$ cat config.mk
export PLATFORM = sky130hd
export DESIGN_NAME = fpu_seq_ctrl_flat
export DESIGN_NICKNAME = d
export VERILOG_FILES = /design/src/rtl/fpu_seq_ctrl_pkg.sv /design/src/rtl/fpu_seq_ctrl_if.sv /design/src/rtl/fpu_seq_ctrl_fmt_mask.sv /design/src/rtl/fpu_seq_ctrl.sv /design/src/flat_wrapper.sv
export SDC_FILE = /design/constraint.sdc
export NUM_CORES = 1
export LEC_CHECK = 0
export CELL_PAD_IN_SITES_DETAIL_PLACEMENT = 0
export CELL_PAD_IN_SITES_GLOBAL_PLACEMENT = 1
export CORE_MARGIN = 2
export CORE_UTILIZATION = 30
export DETAILED_ROUTE_END_ITERATION = 16
export PLACE_DENSITY = 0.82
export SETUP_SLACK_MARGIN = 0.2
export SYNTH_ARGS = -nofsm -noshare
export SYNTH_HDL_FRONTEND = slang
export SYNTH_SLANG_ARGS = --single-unit
$ cat constraint.sdc
create_clock -name clk -period 5.5 [get_ports clk]
set_input_delay 0.55 -clock clk [delete_from_list [all_inputs] [get_ports clk]]
set_output_delay 0.55 -clock clk [all_outputs]
set_load 0.05 [all_outputs]
$ cat src/rtl/fpu_seq_ctrl_pkg.sv
// Shared definitions for the FPU test-vector sequencer: state encoding,
// op/format codes and the operand/result format mask.
package fpu_pkg;

    typedef enum logic [2:0] {
        S_IDLE,
        S_FETCH,
        S_LOAD,
        S_WAIT,
        S_CAPTURE,
        S_HOLD,
        S_DONE
    } seq_state_t;

    localparam logic [1:0] OP_ADD = 2'b00;
    localparam logic [1:0] OP_SUB = 2'b01;
    localparam logic [1:0] OP_MUL = 2'b10;

    localparam logic [1:0] FMT_FP32 = 2'b00;
    localparam logic [1:0] FMT_FP16 = 2'b01;
    localparam logic [1:0] FMT_E4M3 = 2'b10;
    localparam logic [1:0] FMT_E5M2 = 2'b11;

    // Narrow formats live in the low bits of the 32-bit lane; upper bits are cleared.
    function automatic logic [31:0] fmt_mask(input logic [1:0] fmt, input logic [31:0] x);
        logic [31:0] m;
        case (fmt)
            FMT_FP16:           m = {16'h0000, x[15:0]};
            FMT_E4M3, FMT_E5M2: m = {24'h000000, x[7:0]};
            default:            m = x;
        endcase
        return m;
    endfunction

endpackage

$ cat src/rtl/fpu_seq_ctrl_if.sv
// RAM read port and shared FPU operand/result lanes driven by fpu_seq_ctrl.
interface fpu_seq_ctrl_if #(
    parameter int DATA_WIDTH = 64,
    parameter int ADDR_WIDTH = 5
);
    logic [ADDR_WIDTH-1:0] ram_addr;
    logic [DATA_WIDTH-1:0] ram_q;
    logic [31:0]           fpu_a;
    logic [31:0]           fpu_b;
    logic                  fpu_addsub;
    logic                  fpu_sel_mul;
    logic [31:0]           fpu_c;

    modport master (
        output ram_addr, fpu_a, fpu_b, fpu_addsub, fpu_sel_mul,
        input  ram_q, fpu_c
    );

    modport slave (
        input  ram_addr, fpu_a, fpu_b, fpu_addsub, fpu_sel_mul,
        output ram_q, fpu_c
    );
endinterface

$ cat src/rtl/fpu_seq_ctrl_fmt_mask.sv
// Combinational float-format mask for one 32-bit lane.
module fpu_fmt_mask
    import fpu_pkg::*;
(
    input  logic [1:0]  fmt,
    input  logic [31:0] din,
    output logic [31:0] dout
);
    always_comb begin
        dout = fmt_mask(fmt, din);
    end
endmodule

$ cat src/rtl/fpu_seq_ctrl.sv
// Steps one shared FPU through a 64-bit test-vector RAM and captures results.
// FPU_SEQ_AUTORUN_EN: when defined, vectors run back-to-back without `next`.
module fpu_seq_ctrl
    import fpu_pkg::*;
#(
    parameter int DATA_WIDTH  = 64,
    parameter int ADDR_WIDTH  = 5,
    parameter int NUM_VECTORS = 2**ADDR_WIDTH,
    parameter int FPU_LATENCY = 2
) (
    input  logic                  clk,
    input  logic                  reset,
    input  logic                  start,
    input  logic                  next,
    input  logic [1:0]            op,
    input  logic [1:0]            fmt,
    fpu_seq_ctrl_if.master        bus,
    output logic [31:0]           res_a,
    output logic [31:0]           res_b,
    output logic [31:0]           res_c,
    output logic                  res_valid,
    output logic                  busy,
    output logic                  done,
    output logic [ADDR_WIDTH-1:0] vec_idx
);
    localparam int CNT_W = (FPU_LATENCY > 1) ? $clog2(FPU_LATENCY) : 1;
    localparam logic [ADDR_WIDTH-1:0] LAST_ADDR = ADDR_WIDTH'(NUM_VECTORS - 1);

    seq_state_t       state;
    logic [CNT_W-1:0] wait_cnt;
    logic             start_q;
    logic [1:0]       op_s, fmt_s;
    logic [1:0]       op_l, fmt_l;
    logic             next_q, next_rise;
    logic [31:0]      mask_a, mask_b, mask_c;

    fpu_fmt_mask u_mask_a (.fmt(fmt_l), .din(bus.ram_q[DATA_WIDTH-1 -: 32]), .dout(mask_a));
    fpu_fmt_mask u_mask_b (.fmt(fmt_l), .din(bus.ram_q[31:0]),               .dout(mask_b));
    fpu_fmt_mask u_mask_c (.fmt(fmt_l), .din(bus.fpu_c),                     .dout(mask_c));

    // start/op/fmt and the next edge are registered first, so every control
    // decision is taken one edge after the input was sampled.
    always_ff @(posedge clk or posedge reset) begin
        if (reset) begin
            state           <= S_IDLE;
            wait_cnt        <= '0;
            start_q         <= 1'b0;
            op_s            <= '0;
            fmt_s           <= '0;
            op_l            <= '0;
            fmt_l           <= '0;
            next_q          <= 1'b0;
            next_rise       <= 1'b0;
            bus.ram_addr    <= '0;
            bus.fpu_a       <= '0;
            bus.fpu_b       <= '0;
            bus.fpu_addsub  <= 1'b1;
            bus.fpu_sel_mul <= 1'b0;
            res_a           <= '0;
            res_b           <= '0;
            res_c           <= '0;
            res_valid       <= 1'b0;
            busy            <= 1'b0;
            done            <= 1'b0;
            vec_idx         <= '0;
        end else begin
            start_q   <= start;
            op_s      <= op;
            fmt_s     <= fmt;
            next_q    <= next;
            next_rise <= next & ~next_q;
            res_valid <= 1'b0;

            case (state)
                S_IDLE, S_DONE: begin
                    if (start_q) begin
                        bus.ram_addr <= '0;
                        op_l         <= op_s;
                        fmt_l        <= fmt_s;
                        busy         <= 1'b1;
                        done         <= 1'b0;
                        state        <= S_FETCH;
                    end
                end
                S_FETCH: state <= S_LOAD;
                S_LOAD: begin
                    bus.fpu_a       <= mask_a;
                    bus.fpu_b       <= mask_b;
                    bus.fpu_addsub  <= (op_l != OP_SUB);
                    bus.fpu_sel_mul <= (op_l == OP_MUL);
                    wait_cnt        <= CNT_W'(FPU_LATENCY - 1);
                    state           <= S_WAIT;
                end
                S_WAIT: begin
                    if (wait_cnt == '0)
                        state <= S_CAPTURE;
                    else
                        wait_cnt <= wait_cnt - 1'b1;
                end
                S_CAPTURE: begin
                    res_a     <= bus.fpu_a;
                    res_b     <= bus.fpu_b;
                    res_c     <= mask_c;
                    res_valid <= 1'b1;
                    vec_idx   <= bus.ram_addr;
                    if (bus.ram_addr == LAST_ADDR) begin
                        busy  <= 1'b0;
                        done  <= 1'b1;
                        state <= S_DONE;
                    end else begin
`ifdef FPU_SEQ_AUTORUN_EN
                        bus.ram_addr <= bus.ram_addr + 1'b1;
                        state        <= S_FETCH;
`else
                        state <= S_HOLD;
`endif
                    end
                end
                S_HOLD: begin
                    if (next_rise) begin
                        bus.ram_addr <= bus.ram_addr + 1'b1;
                        state        <= S_FETCH;
                    end
                end
                default: state <= S_IDLE;
            endcase
        end
    end
endmodule

$ cat src/flat_wrapper.sv
// flat-port wrapper written by rule: the top's interface ports become plain ports
module fpu_seq_ctrl_flat import fpu_pkg::*;
#(
    parameter int DATA_WIDTH  = 64,
    parameter int ADDR_WIDTH  = 5,
    parameter int NUM_VECTORS = 2**ADDR_WIDTH,
    parameter int FPU_LATENCY = 2
)
  (clk, reset, start, next, op, fmt, res_a, res_b, res_c, res_valid, busy, done, vec_idx, bus_ram_addr, bus_fpu_a, bus_fpu_b, bus_fpu_addsub, bus_fpu_sel_mul, bus_ram_q, bus_fpu_c);
  fpu_seq_ctrl_if #(.DATA_WIDTH(DATA_WIDTH), .ADDR_WIDTH(ADDR_WIDTH)) bus_i ();
  input  logic clk;
  input  logic reset;
  input  logic start;
  input  logic next;
  input  logic [1:0] op;
  input  logic [1:0] fmt;
  output logic [31:0] res_a;
  output logic [31:0] res_b;
  output logic [31:0] res_c;
  output logic res_valid;
  output logic busy;
  output logic done;
  output logic [ADDR_WIDTH-1:0] vec_idx;
  output wire logic [$bits(bus_i.ram_addr)-1:0] bus_ram_addr;
  output wire logic [$bits(bus_i.fpu_a)-1:0] bus_fpu_a;
  output wire logic [$bits(bus_i.fpu_b)-1:0] bus_fpu_b;
  output wire logic [$bits(bus_i.fpu_addsub)-1:0] bus_fpu_addsub;
  output wire logic [$bits(bus_i.fpu_sel_mul)-1:0] bus_fpu_sel_mul;
  input wire logic [$bits(bus_i.ram_q)-1:0] bus_ram_q;
  input wire logic [$bits(bus_i.fpu_c)-1:0] bus_fpu_c;
  assign bus_ram_addr = bus_i.ram_addr;
  assign bus_fpu_a = bus_i.fpu_a;
  assign bus_fpu_b = bus_i.fpu_b;
  assign bus_fpu_addsub = bus_i.fpu_addsub;
  assign bus_fpu_sel_mul = bus_i.fpu_sel_mul;
  assign bus_i.ram_q = bus_ram_q;
  assign bus_i.fpu_c = bus_fpu_c;
  fpu_seq_ctrl #(.DATA_WIDTH(DATA_WIDTH), .ADDR_WIDTH(ADDR_WIDTH), .NUM_VECTORS(NUM_VECTORS), .FPU_LATENCY(FPU_LATENCY)) u_core (.clk(clk), .reset(reset), .start(start), .next(next), .op(op), .fmt(fmt), .bus(bus_i), .res_a(res_a), .res_b(res_b), .res_c(res_c), .res_valid(res_valid), .busy(busy), .done(done), .vec_idx(vec_idx));
endmodule
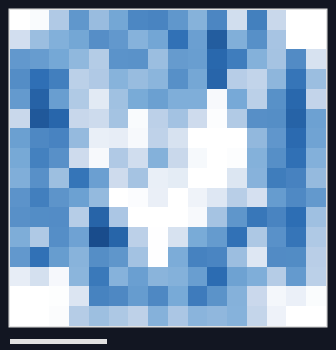
Run 1: placement density heat map
Scale bar: 50 um. 16 x 16 tiles, from white (low) to dark blue (high), 0 to 100% covered.
mean over tiles: 41%
tiles over 75% full: 5.5%
fullest tile: 89%
emptiest ninth of the die: center

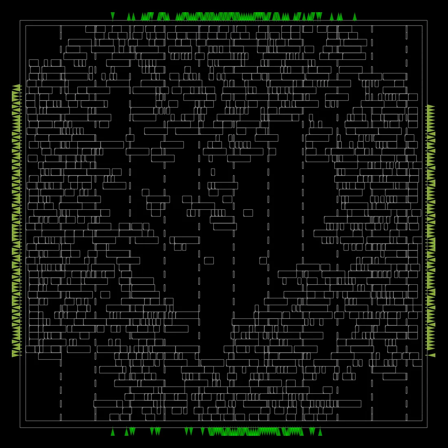
Run 1: cell placement
seq_cells: 190
Non-Filler Instances: 1367

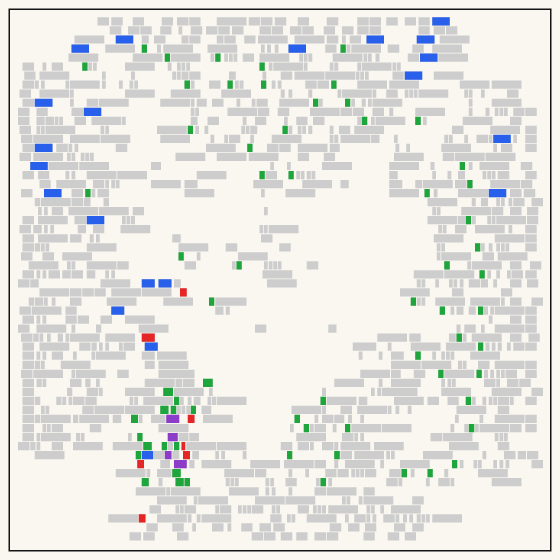
Run 1: logic cells by family
[NOR gates] red | cells: 7
[multiplexers] blue | cells: 21
[AND and OR gates] purple | cells: 4
[inverting AOI/OAI gates] green | cells: 66

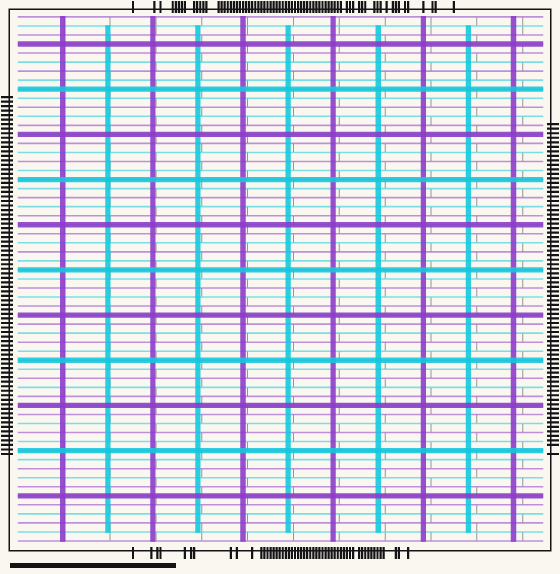
Run 1: PDN straps and rails
Scale bar: 50 um. Pins as bars on the die edge. Tap cells in gray.
[VSS] purple
[VDD] cyan
signal pins: 279
met4 straps: 11
tap cells: 330

==> metrics.yaml, run 1 <==
swShare_pct: 48.0
finClkSkew_ps: 8.54
worst_slew_pin_slew_ps: 1010
slew_headroom_pct: 32.4
fin_nets: 1130
totalWireLength_um: 21000
ys_sh_mux_pct: 3.92
drive_gt1_share_pct: 6.37
pin_count: 279
synth-seq-cells: 190
outcome: "finished, final reports clean"
p_seq_share_pct: 31.0
coreArea_um2: 25000
min_from: "u_core.next_q"
fp_util_pct: 30.2
die_w_um: 163
warning_count: 26
critPathLaunch: "u_core.state[2]"
clkSinkCount: 190
critPathCaptureType: "flip-flop"
logic_family: "simple AND/OR/NAND/NOR gates"
cts_tree: "built"
final_area_um2: 11100
yosys_warnings: 0
grt_max_degree: 86
ys_cells: 765
p_switching_uw: 3570
syn_inst: 765
ff_type: "dfrtp_1"
core.rowCount: 58
cp.arrival_ps: 3300
ctsLongestPathBuffers: 2
utilization_pct: 44.6
antenna_found_initial: 0
insertion_delay_ps: 430
power_frac_clock_pct: 17.3
period_used_pct: 54.2
cts_inserted_buffers: 17
place_area_um2: 10500
internal-power_uw: 3860
via_count: 6022
crit_path_max_fanout: 67
synthDistinctLibCells: 36
cts_resized: 0
irDropWorstVdd_uv: 323
ctsHoldBuffers: 0
h-tree-depth: 4
drt-wirelength-per-cell_um: 15.4
area_leaders: "dfrtp_1 63%, nand2_1 18%, mux2_4 3.2%"
area_delta_synth_final_pct: 47.5
combPwrFrac_pct: 51.8
min_period_ps: 2980
synthXorXnorAreaFrac_pct: 0.116
p_per_area_nw_per_um2: 668
report.final.slew_viol_count: 0
async_reset_ff_share_pct: 100
ys_sh_simple_pct: 23.4
edf_count: 0
die_y_um: 163
synth_nets: 871
post-cts-setup-buffers: 0
p_leak_uw: 0.00520
synth.avg_cell_area_um2: 9.86
worstPathRequired_ps: 5810
finalHoldViolCount: 0
grt_pass1_wl_um: 33000
setup.worst_path.class: "flip-flop to flip-flop"
synth-seq-area-share_pct: 63.1
rsz0062_at_grt: "false"
drt_iter0_drc: 511
clk_pin_slew_ps: 80
via_per_inst: 4.41
setup_viol: 0
ys_sh_aoi_pct: 4.74
portBuffers: 278
adder_share_pct: 0.464
yosysTopAreaCellShare_pct: 62.7
gr-total-overflow: 0
maxCapViolations: 0
dpl.hpwl_um: 14100
## run 1: cells by family after synthesis
group,count (synthesis)
simple gates,430
flops,190
buf+inv,53
xor+xnor,1
compound gates,67
mux,21
fa+ha+maj,3
## run 1: layout by cell type, fill, tap and decap left out, drive strengths merged, types with 2 or more instances in the layout
master	n
nor2b	4
clkinvlp	2
nor2	3
nand3b	8
clkdlybuf4s50	278
a21oi	2
clkbuf	17
ha	2
nand2b	20
nand2	369
mux2	20
dfrtp	189
nand3	18
clkinv	4
o22ai	2
or3b	3
buf	7
o21ai	56
o211ai	2
nand4b	3
bufinv	2
inv	14
## run 1: metal layers
layer  up-vias  GRT usage (%)  part of all wire, %
met3        25           6.14                  8.4
met2       198           25.2                   45
met4         0           5.03                  2.1
met1      2868           20.4                   44
li1       2931              -                    -
met5         -              0                    0
## run 1: power groups by stage
stage,Clock (uW),Sequential [uW],Combinational [uW]
after floorplan,0,3880,1000
after global placement,0,2310,3860
after detailed placement,0,2330,3880
after CTS,1330,2310,3890
after global routing,1390,2380,4070
final,1280,2300,3840
## run 1: flip-flops by register name, indices dropped and copies added, names as in the netlist, 3 cells and up
name / cells
u_core.bus.fpu_a: 32
u_core.bus.fpu_b: 32
u_core.res_a: 32
u_core.res_b: 32
u_core.res_c: 32
u_core.bus.ram_addr: 5
u_core.vec_idx: 5
u_core.state: 3
## run 1: through the flow
stage / hold slack (ps) / setup WS [ps]
5_1_grt: 414 / 2250
3_5_place_dp: 389 / 2490
6_report: 397 / 2520
3_3_place_gp: 385 / 2500
2_1_floorplan: 378 / 2500
4_1_cts: 400 / 2480
## run 1: worst max-delay path: stages, from the launching register on
cell	delay (ps)
dfrtp_1	510
or3b_4	600
clkinv_2	920
buf_4	600
nand2_1	120
nand2_1	60
## run 1: area by class of cell
| cell class | count | area [um2] |
|---|---|---|
| fillers | 2438 | 13800 |
| repair buffers | 285 | 2850 |
| clock buffers | 17 | 425 |
| multi-input cells | 522 | 2470 |
| clock inverters | 14 | 174 |
| flip-flops and latches | 190 | 4760 |
| well taps | 330 | 413 |
| diodes | 1 | 2.50 |
| inverters | 8 | 35.0 |
## run 1: final timing paths
kind / slack [ps] / cells past startpoint / to
min in group asynchronous: 700 / 2 / u_core.res_b[19]
worst min-delay path: 400 / 1 / u_core.next_rise
worst max register to register: 2520 / 5 / u_core.res_b[11]
worst max-delay path: 2520 / 5 / u_core.res_b[11]
max in group asynchronous: 3820 / 3 / u_core.res_b[8]
worst min register to register: 400 / 1 / u_core.next_rise
==> run 2, diff against run 1 <==
--- a/config.mk
+++ b/config.mk
@@ -8,9 +8,9 @@
 export CELL_PAD_IN_SITES_DETAIL_PLACEMENT = 0
 export CELL_PAD_IN_SITES_GLOBAL_PLACEMENT = 1
 export CORE_MARGIN = 2
-export CORE_UTILIZATION = 30
+export CORE_UTILIZATION = 33
 export DETAILED_ROUTE_END_ITERATION = 16
-export PLACE_DENSITY = 0.82
+export PLACE_DENSITY = 0.85
 export SETUP_SLACK_MARGIN = 0.2
 export SYNTH_ARGS = -nofsm -noshare
 export SYNTH_HDL_FRONTEND = slang
==> constraint.sdc (replaced) <==
create_clock -name clk -period 2.8 [get_ports clk]
set_input_delay 0.28 -clock clk [delete_from_list [all_inputs] [get_ports clk]]
set_output_delay 0.28 -clock clk [all_outputs]
set_load 0.05 [all_outputs]
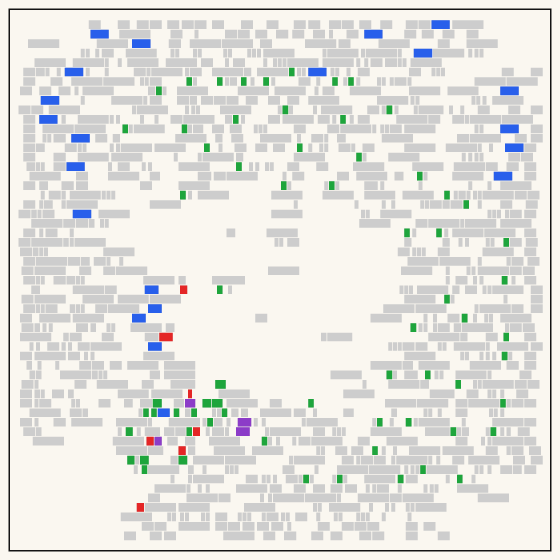
Run 2: logic cells by family
[multiplexers] blue | cells: 21
[AND and OR gates] purple | cells: 4
[NOR gates] red | cells: 7
[inverting AOI/OAI gates] green | cells: 66

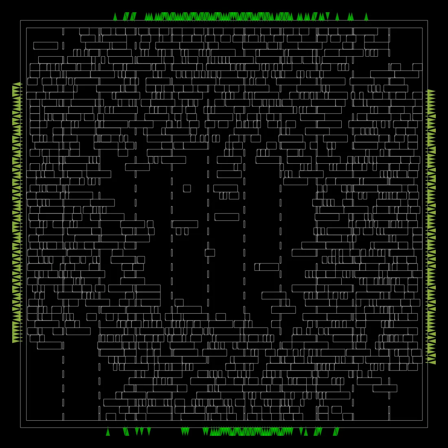
Run 2: cell placement
# Taps: 285
fraction of area in registers: 42.9%
Fillers: 2132
Final Core Density: 49.1%

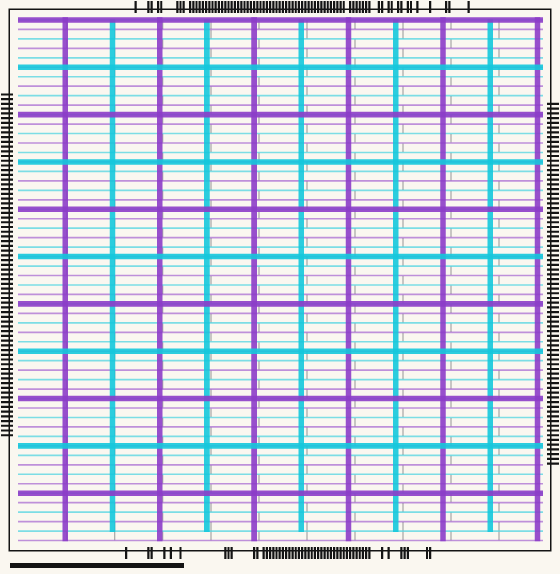
Run 2: PDN straps and rails
Scale bar: 50 um. Pins as bars on the die edge. Tap cells in gray.
[VDD] cyan
[VSS] purple
signal pins: 279
met5 straps: 11
tap cells: 285

==> run 2 against run 1 <==
Net effect:
- non-clock buffer count is 1 higher
- design area is 0.45% lower
- area after synthesis stayed put
- via count is 0.27% lower
- core utilization is 4.5 points higher
- routed wire length is 1.4% lower
- worst setup slack worse by 2000 ps
- critical path depth stayed put
- final cell count is 3.3% lower
- synthesized cell count stayed put
- hold slack worse by 250 ps
- sequential share of layout area is 0.19 points higher
- critical endpoint is now u_core.busy
- highest routed layer unchanged
==> metrics.yaml, run 2 <==
crit_path_max_fanout: 103  # +54%
fin_nets: 1131  # +0.088%
area_leaders: "dfrtp_1 63%, nand2_1 18%, mux2_4 3.2%"
diodes: 0  # -1
async_reset_ff_share_pct: 100  # unchanged
min_period_ps: 2260  # -721 ps
synth_nets: 871  # unchanged
ff_type: "dfrtp_1"
outcome: "finished, final reports clean"
antenna_found_initial: 0  # unchanged
cts_resized: 0  # unchanged
fmax_mhz: 442
grt_max_degree: 105  # +22%
hold_slack_ps: 152  # -245 ps
totalWireLength_um: 20700  # -1.4%
reg2reg_depth: 5  # unchanged
syn_area_um2: 7540
p_switching_uw: 7010  # +96%
area_delta_synth_final_pct: 46.9
final_antenna_net_count: 0
drt-pass1-iter-count: 4
final_cell_count_no_fill: 1322  # -3.3%
report.final.slew_viol_count: 0  # unchanged
coreArea_um2: 22600  # -9.6%
first_global_vias: 6005
finClkSkew_ps: 7.35  # -1.20 ps
ctsHoldBuffers: 0  # unchanged
irDropWorstVdd_uv: 628  # +94%
yosysTopAreaCellShare_pct: 62.7  # unchanged
grt_pass1_wl_um: 32900  # -0.21%
setup_viol: 0  # unchanged
grt_usage_pct: 17.3
tns_ps: 0
die_w_um: 155  # -4.5%
drc_errors: 0
cp.depth: 5  # unchanged
ys_sh_aoi_pct: 4.74  # unchanged
yosys-top-cells-count: "369 x nand2_1, 189 x dfrtp_1, 47 x o21ai_0"
insertion_delay_ps: 420  # about the same
slew_headroom_pct: 55.3  # +23 points
p_leak_uw: 0.00520  # -0.14%
via_count: 6006  # -0.27%
portBuffers: 278  # unchanged
die_y_um: 155  # -4.5%
worst_slew_pin_slew_ps: 670  # -344 ps
ctsLongestPathBuffers: 2  # unchanged
h-tree-depth: 4  # unchanged
clkSinkCount: 190  # unchanged
synth_top_cell_by_count: "nand2_1"
synth.avg_cell_area_um2: 9.86  # unchanged
synth-seq-area-share_pct: 63.1  # unchanged
cts_root_buffer: "clkbuf_16"
rsz0062_at_grt: "false"
cts_inserted_buffers: 17  # unchanged
lay_top_cells: "369 x nand2_1, 278 x clkdlybuf4s50_1, 189 x dfrtp_1, 47 x o21ai_0, 20 x nand2b_1"
logic_area_um2: 2470  # unchanged
synthDistinctLibCells: 36  # unchanged
syn_inst: 765  # unchanged
finalHoldViolCount: 0  # unchanged
path_delay_family: "simple AND/OR/NAND/NOR gates"
critical-path-slowest-cell: "or3b_4"
p_seq_share_pct: 30.8  # -0.2 points
cts_tree: "built"
slowest_delay_ps: 680  # -240 ps
critPathCaptureType: "flip-flop"
drive_gt1_share_pct: 6.46  # +0.090 points
drt_iter0_drc: 257  # -50%
layout_top_cell: "nand2_1"
clk_pin_slew_ps: 80  # about the same
pin_count: 279  # unchanged
dp.cells: 1291
post-cts-setup-buffers: 0  # unchanged
cp_num_buf_inv: 2  # unchanged
fp_util_pct: 33.4  # +3.2 points
synth_chip_area_um2: 7540
logic_family: "simple AND/OR/NAND/NOR gates"
crit_path_cell_trace: "or3b_4 > clkinv_2 > buf_12 > nand2_1 > o21a_1"
edf_count: 0  # unchanged
power_frac_clock_pct: 16.1  # -1.2 points
place_congestion: 0.757
regArea_um2: 4760  # unchanged
period_used_pct: 80.7  # +27 points
ys_cells: 765  # unchanged
swShare_pct: 48.4  # +0.41 points
yosysTopAreaCell: "dfrtp_1"
combPwrFrac_pct: 53.1  # +1.3 points
maxCapViolations: 0  # unchanged
worstPathRequired_ps: 3110  # -2700 ps
warning_count: 31  # +19%
gr-total-overflow: 0  # unchanged
ys_sh_simple_pct: 23.4  # unchanged
ys_sh_mux_pct: 3.92  # unchanged
total_power_uw: 14500
yosys_warnings: 0  # unchanged
dpl.hpwl_um: 13800  # -2.7%
hold_class: "input pin to asynchronous set/reset pin"
setup.worst_path.class: "flip-flop to flip-flop"
internal-power_uw: 7460  # +93%
adder_share_pct: 0.464  # unchanged
core.rowCount: 55  # -5.2%
critPathLaunchType: "flip-flop"
via_per_inst: 4.54  # +3.1%
synthXorXnorAreaFrac_pct: 0.116  # unchanged
cp.arrival_ps: 2580  # -720 ps
synth-seq-cells: 190  # unchanged
dieArea_um2: 24100
p_per_area_nw_per_um2: 1310  # +96%
drt-wirelength-per-cell_um: 15.7  # +1.9%
==> run 2: logic make-up (layout without fill, tap and decap cells) <==
| family | count (synthesis) | after routing |
|---|---|---|
| and+or+nand+nor | 430 | 430 |
| DFF | 190 | 190 |
| AOI/OAI and AO/OA | 67 | 67 |
| buffers and inverters | 53 | 325 |
| muxes | 21 | 21 |
| adders and majority gates | 3 | 3 |
| xor gates and xnor gates | 1 | 1 |
==> run 2: power by group through the flow <==
stage	logic (uW)	registers, uW	clock network (uW)
final	7680	4460	2330
after global routing	8130	4610	2510
after CTS	7770	4470	2390
after detailed placement	7760	4510	0
after global placement	7680	4480	0
after floorplan	1970	7630	0
==> run 2: layer usage <==
layer	track usage (%)	vias to the layer above	part of all wire (%)
met3	5.63	15	7.5
li1	-	2940	-
met2	28.5	194	47
met5	0	-	0
met4	4.24	0	1.3
met1	22.1	2857	44
==> run 2: final cells by class <==
class,instances,area share (%)
flip-flops and latches,190,42.9
repair buffers,286,26.2
multi-input cells,522,22.3
clock buffers,17,3.84
well taps,285,3.22
clock inverters,14,1.13
inverters,8,0.316
==> run 2: worst paths after layout <==
check	startpoint	endpoint	slack, ps
worst min-delay path	reset	u_core.res_b[22]	150
worst max register to register	u_core.state[2]	u_core.busy	540
worst min register to register	u_core.next_q	u_core.next_rise	400
min in group clk	fmt[1]	u_core.fmt_s[1]	290
worst max-delay path	u_core.state[2]	u_core.busy	540
max in group asynchronous	reset	u_core.res_a[2]	1790
==> run 2: metrics by stage <==
stage	area (um2)	worst slack (ps)
4_1_cts	11100	573
2_1_floorplan	7550	72.4
5_1_grt	11100	404
3_5_place_dp	10500	582
3_3_place_gp	10500	639
6_report	11100	539
Power is estimated from default activity; no workload was simulated.
